<file path="config.mk">
export PLATFORM = sky130hd
export DESIGN_NAME = iter_muldiv
export DESIGN_NICKNAME = d
export VERILOG_FILES = /design/src/rtl/iter_muldiv.sv
export SDC_FILE = /design/constraint.sdc
export NUM_CORES = 1
export LEC_CHECK = 0
export ABC_AREA = 0
export CAP_MARGIN = 20
export CORE_UTILIZATION = 54
export CTS_CLUSTER_SIZE = 12
export DETAILED_ROUTE_END_ITERATION = 8
export MAX_ROUTING_LAYER = met4
export PLACE_DENSITY = 0.78
export SETUP_SLACK_MARGIN = 0.02
export SLEW_MARGIN = 20
export SYNTH_ARGS = -nofsm -noshare
export SYNTH_HDL_FRONTEND = slang
export SYNTH_SLANG_ARGS = --single-unit
</file>
<file path="constraint.sdc">
create_clock -name clk -period 7.2 [get_ports clk]
set_input_delay 1.44 -clock clk [delete_from_list [all_inputs] [get_ports clk]]
set_output_delay 1.44 -clock clk [all_outputs]
set_load 0.005 [all_outputs]
</file>
<file path="src/rtl/iter_muldiv.sv">
`default_nettype none
// ============================================================================
// Module      : iter_muldiv
// Description : Iterative HI/LO multiply/divide unit (one bit per cycle).
// Revision    : 1.0
// ============================================================================
module iter_muldiv #(
  parameter int WIDTH = 32
) (
  input  logic             clk,
  input  logic             rst,
  input  logic             start_i,
  input  logic [2:0]       op_i,
  input  logic [WIDTH-1:0] x_i,
  input  logic [WIDTH-1:0] y_i,
  output logic             busy_o,
  output logic             done_o,
  output logic [WIDTH-1:0] hi_o,
  output logic [WIDTH-1:0] lo_o,
  output logic             div_by_zero_o
);

  localparam int CW = $clog2(WIDTH);

  typedef enum logic [1:0] {
    IDLE = 2'd0,
    CALC = 2'd1,
    FIX  = 2'd2
  } state_t;

  state_t           state_q;
  logic [CW-1:0]    cnt_q;
  logic             is_div_q;
  logic             neg_q;
  logic             rem_neg_q;
  logic             dz_q;
  logic [WIDTH-1:0] x_q;
  logic [WIDTH-1:0] b_q;
  logic [WIDTH-1:0] acc_hi_q;
  logic [WIDTH-1:0] acc_lo_q;
  logic [WIDTH-1:0] hi_q;
  logic [WIDTH-1:0] lo_q;
  logic             done_q;
  logic             dbz_q;

  logic             sx_d;
  logic             sy_d;
  logic [WIDTH-1:0] ax_d;
  logic [WIDTH-1:0] ay_d;

  // Operands are reduced to magnitudes; signs are reapplied in FIX.
  always_comb begin
    sx_d = ~op_i[0] & x_i[WIDTH-1];
    sy_d = ~op_i[0] & y_i[WIDTH-1];
    ax_d = sx_d ? -x_i : x_i;
    ay_d = sy_d ? -y_i : y_i;
  end

  logic [WIDTH:0]   sum_d;
  logic [WIDTH:0]   shl_d;
  logic [WIDTH:0]   sub_d;
  logic [WIDTH-1:0] it_hi_d;
  logic [WIDTH-1:0] it_lo_d;

  // acc_lo holds the multiplier (shifted out LSB first) or the dividend/quotient.
  always_comb begin
    sum_d = {1'b0, acc_hi_q} + (acc_lo_q[0] ? {1'b0, b_q} : {(WIDTH+1){1'b0}});
    shl_d = {acc_hi_q, acc_lo_q[WIDTH-1]};
    sub_d = shl_d - {1'b0, b_q};
    if (is_div_q) begin
      if (sub_d[WIDTH]) begin
        it_hi_d = shl_d[WIDTH-1:0];
        it_lo_d = {acc_lo_q[WIDTH-2:0], 1'b0};
      end else begin
        it_hi_d = sub_d[WIDTH-1:0];
        it_lo_d = {acc_lo_q[WIDTH-2:0], 1'b1};
      end
    end else begin
      it_hi_d = sum_d[WIDTH:1];
      it_lo_d = {sum_d[0], acc_lo_q[WIDTH-1:1]};
    end
  end

  logic [2*WIDTH-1:0] prod_d;
  logic [WIDTH-1:0]   fix_hi_d;
  logic [WIDTH-1:0]   fix_lo_d;

  always_comb begin
    prod_d = neg_q ? -{acc_hi_q, acc_lo_q} : {acc_hi_q, acc_lo_q};
    if (!is_div_q) begin
      fix_hi_d = prod_d[2*WIDTH-1:WIDTH];
      fix_lo_d = prod_d[WIDTH-1:0];
    end else if (dz_q) begin
      fix_hi_d = x_q;
      fix_lo_d = '1;
    end else begin
      fix_hi_d = rem_neg_q ? -acc_hi_q : acc_hi_q;
      fix_lo_d = neg_q ? -acc_lo_q : acc_lo_q;
    end
  end

  always_ff @(posedge clk or posedge rst) begin
    if (rst) begin
      state_q   <= IDLE;
      cnt_q     <= '0;
      is_div_q  <= 1'b0;
      neg_q     <= 1'b0;
      rem_neg_q <= 1'b0;
      dz_q      <= 1'b0;
      x_q       <= '0;
      b_q       <= '0;
      acc_hi_q  <= '0;
      acc_lo_q  <= '0;
      hi_q      <= '0;
      lo_q      <= '0;
      done_q    <= 1'b0;
      dbz_q     <= 1'b0;
    end else begin
      done_q <= 1'b0;
      case (state_q)
        IDLE: begin
          if (start_i) begin
            if (!op_i[2]) begin
              state_q   <= CALC;
              cnt_q     <= '0;
              is_div_q  <= op_i[1];
              neg_q     <= sx_d ^ sy_d;
              rem_neg_q <= sx_d;
              dz_q      <= (y_i == '0);
              dbz_q     <= 1'b0;
              x_q       <= x_i;
              acc_hi_q  <= '0;
              acc_lo_q  <= op_i[1] ? ax_d : ay_d;
              b_q       <= op_i[1] ? ay_d : ax_d;
            end else if (op_i[1:0] == 2'b00) begin
              hi_q <= x_i;
            end else if (op_i[1:0] == 2'b01) begin
              lo_q <= x_i;
            end
          end
        end
        CALC: begin
          acc_hi_q <= it_hi_d;
          acc_lo_q <= it_lo_d;
          cnt_q    <= cnt_q + 1'b1;
          if (cnt_q == CW'(WIDTH - 1)) state_q <= FIX;
        end
        FIX: begin
          hi_q    <= fix_hi_d;
          lo_q    <= fix_lo_d;
          done_q  <= 1'b1;
          dbz_q   <= is_div_q & dz_q;
          state_q <= IDLE;
        end
        default: state_q <= IDLE;
      endcase
    end
  end

  assign busy_o        = (state_q != IDLE);
  assign done_o        = done_q;
  assign hi_o          = hi_q;
  assign lo_o          = lo_q;
  assign div_by_zero_o = dbz_q;

endmodule
`default_nettype wire

</file>
M1 wires:
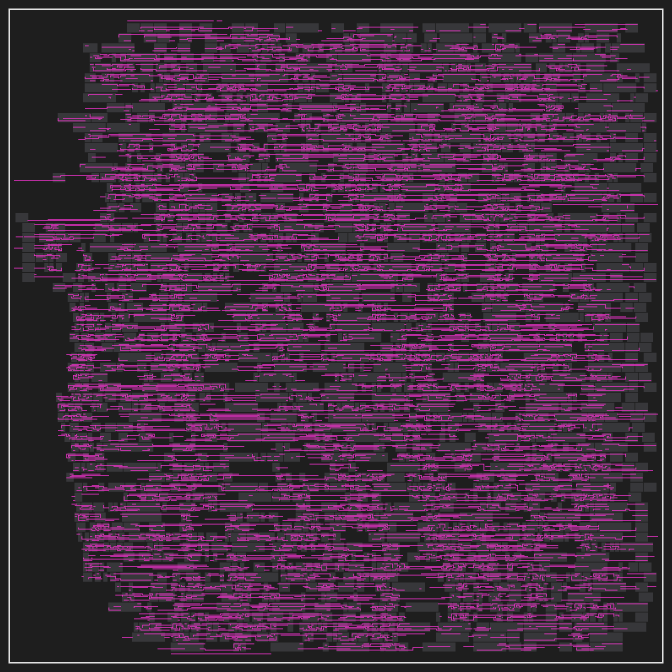
nets with wire on the layer: 2144
share of all routed wire: 41%
longest straight run: 53.8 um

Met2 routing:
The bar under the picture is 50 um long.
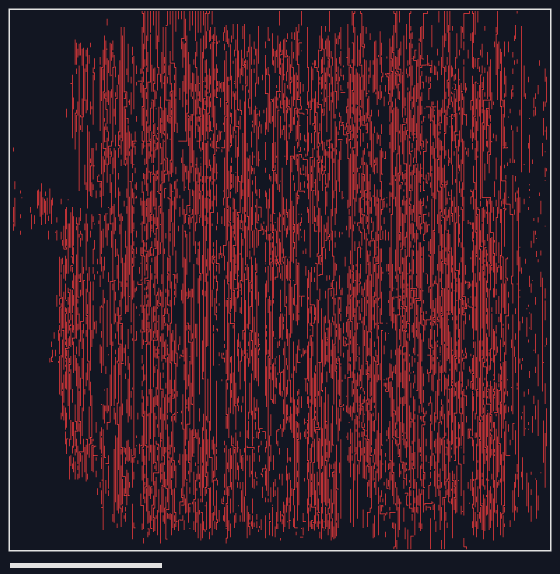
longest straight run: 102 um
share of all routed wire: 43%

Metal 3:
The bar under the picture is 50 um long.
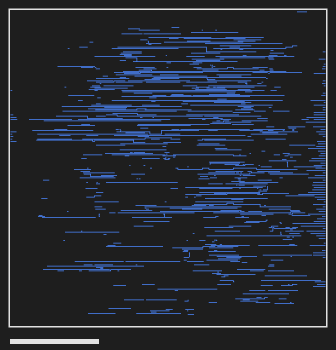
longest straight run: 95.9 um
main direction: horizontal

==> notes.md <==
Results of the flow run.

The data arrival time reported for the critical path is 4710 ps. In the layout the commonest cells are sky130_fd_sc_hd__nand2_1 (339), sky130_fd_sc_hd__dfrtp_1 (204), sky130_fd_sc_hd__nor2_1 (176). The floorplan step records an initial core utilization of 55.6%. The final layout contains 2326 nets. The core footprint stands at 0.0300 mm^2. The number of flops mapped to enable cells by yosys stands at 0. For this run, the share of the core covered by cells in the final layout is 63.3%. In this run the cell area of the synthesized design comes to 0.0166 mm^2.

The synthesis stats list as the most numerous cell sky130_fd_sc_hd__nand2_1. The wire length recorded after detailed routing is 58900 um. The routed wirelength on the met1 layer is recorded as 24100 um.

The power attributed to sequential cells stands at 0.00248 W. In the final timing run, aggregate negative setup slack is 0 ps. The script computed a power per unit cell area of 509 mW/mm^2. Per the Yosys statistics, synthesis produced 2151 cells.

The setup slack on the worst flop-to-flop path stands at 2890 ps. At the placement stage, the worst setup path has a slack of 2560 ps. Per the final report, max-transition violations number 0. In this run the number of H-tree levels came out at 1. Summing the areas of all xor and xnor instances in the mapped netlist gives 9.73% of the synthesized area. In this run the critical register-to-register path is captured at acc_hi_q[27]. The total leakage power stands at 8.03 nW. The actual slew at the worst max-slew pin stands at 1120 ps. The number of buffers and inverters on the critical path stands at 1.

Of the total power, the share spent switching nets is 48.4%. The type recorded for the worst min-delay path is reg2reg. The timing report gives the clock slew at the launch and capture registers of the worst setup and hold paths as 60 ps. Counting the warning lines in the Yosys log gives 0.

The worst setup path is of the reg2reg kind. The first routing iteration left 2373 violations. Detailed placement finished with a half-perimeter wire length of 42900 um. The number of iterations in the first detailed-routing pass stands at 9. Derived from the worst setup path, the maximum achievable clock frequency is 232 MHz. The critical path endpoint has a required time of 7600 ps. By area the synthesized netlist is led by sky130_fd_sc_hd__dfrtp_1 (31%), sky130_fd_sc_hd__nand2_1 (7.7%), sky130_fd_sc_hd__xnor2_1 (5.4%). The stat command in Yosys gives a chip area of 0.0166 mm^2. Measured in cells, the most critical reg-to-reg path has a length of 14. The power report attributes to the sequential group a share of 25.7%.

The logs give a warning total of 28. The routed design could run at a clock period as short as 4310 ps. Looking at the clock tree report, the root buffer type is sky130_fd_sc_hd__clkbuf_16. In this run, the combinational gates consume 60.5% of the power.

Per the synth stats, the proportion of register bits with asynchronous set or reset is 100%. Looking at the reg2reg group, the worst path starts from acc_lo_q[0]. From the final report, the count of setup violators was given as 0. The report gives the cell count of the worst hold path as 2.

The worst hold path terminates at lo_o[18]. The met3 layer wire length in the routed design stands at 6960 um. The multiplexer fraction of the synthesized cell area stands at 4.13%. The wire length per cell after detailed routing stands at 22.7 um. Detailed routing placed a total of 25000 um of wire on met2. Synthesis produced a netlist with a net count of 2293. In this run the most used layer during global routing was met2. The report lists the number of cells resized after CTS as 0. Per the STA report, the cell with the highest stage delay on the worst path is sky130_fd_sc_hd__dfrtp_1. The run finished with clean final reports. The register bit total from synthesis stands at 205. The worst setup path is captured at a flip-flop.

The CTS buffer count stands at 25. For reference, the final report shows the hold violation count at 0. The power in combinational cells stands at 0.00583 W. Ranked by instance count, the synthesized netlist is headed by sky130_fd_sc_hd__nand2_1 (340), sky130_fd_sc_hd__dfrtp_1 (205), sky130_fd_sc_hd__nor2_1 (179). The clock latency on the worst-skew pair stands at 550 ps. The number of different library cells used by synthesis comes to 80.
The metal 4 layer:
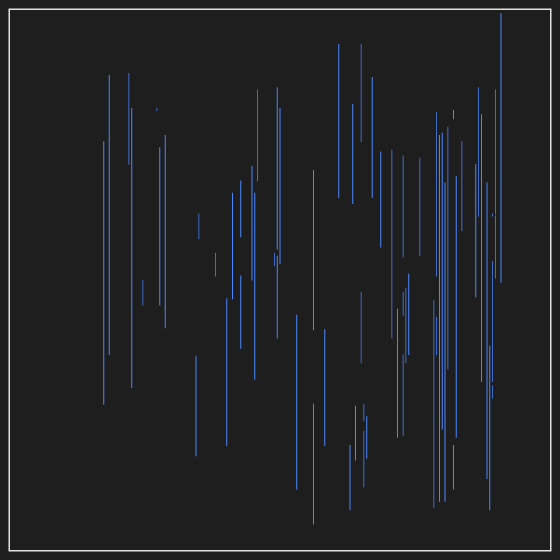
share of all routed wire: 4.7%
main direction: vertical
longest straight run: 120 um

Clock routing:
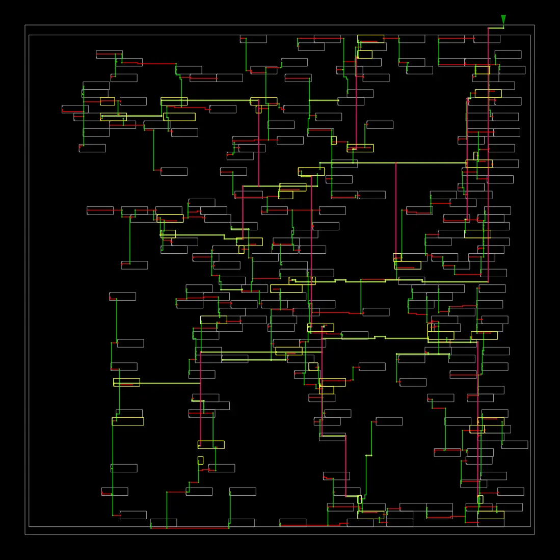
power in the clock group: 0.00134 W
post-route clock skew: 24.1 ps

==> worst max-delay path by stage <==
stage | startpoint | end | slack, ps | depth (start not counted)
6_report | acc_lo_q[0] | acc_hi_q[27] | 2890 | 14
5_1_grt | acc_lo_q[0] | acc_hi_q[27] | 2640 | 14
4_1_cts | acc_lo_q[31] | acc_hi_q[30] | 2990 | 14
3_5_place_dp | y_i[0] | acc_lo_q[30] | 2560 | 13
3_3_place_gp | y_i[0] | acc_lo_q[30] | 2650 | 13
2_1_floorplan | rst | acc_hi_q[0] | 160 | 1
==> layout make-up <==
cell class	instances	share of cell area, %
Sequential cell	205	27.1
Timing Repair Buffer	159	8.06
Multi-Input combinational cell	1738	56.6
Tap cell	390	2.57
Clock buffer	35	3.87
Clock inverter	10	0.693
Inverter	55	1.13
Power figures rest on the tool's default switching activity, not on a simulated workload.
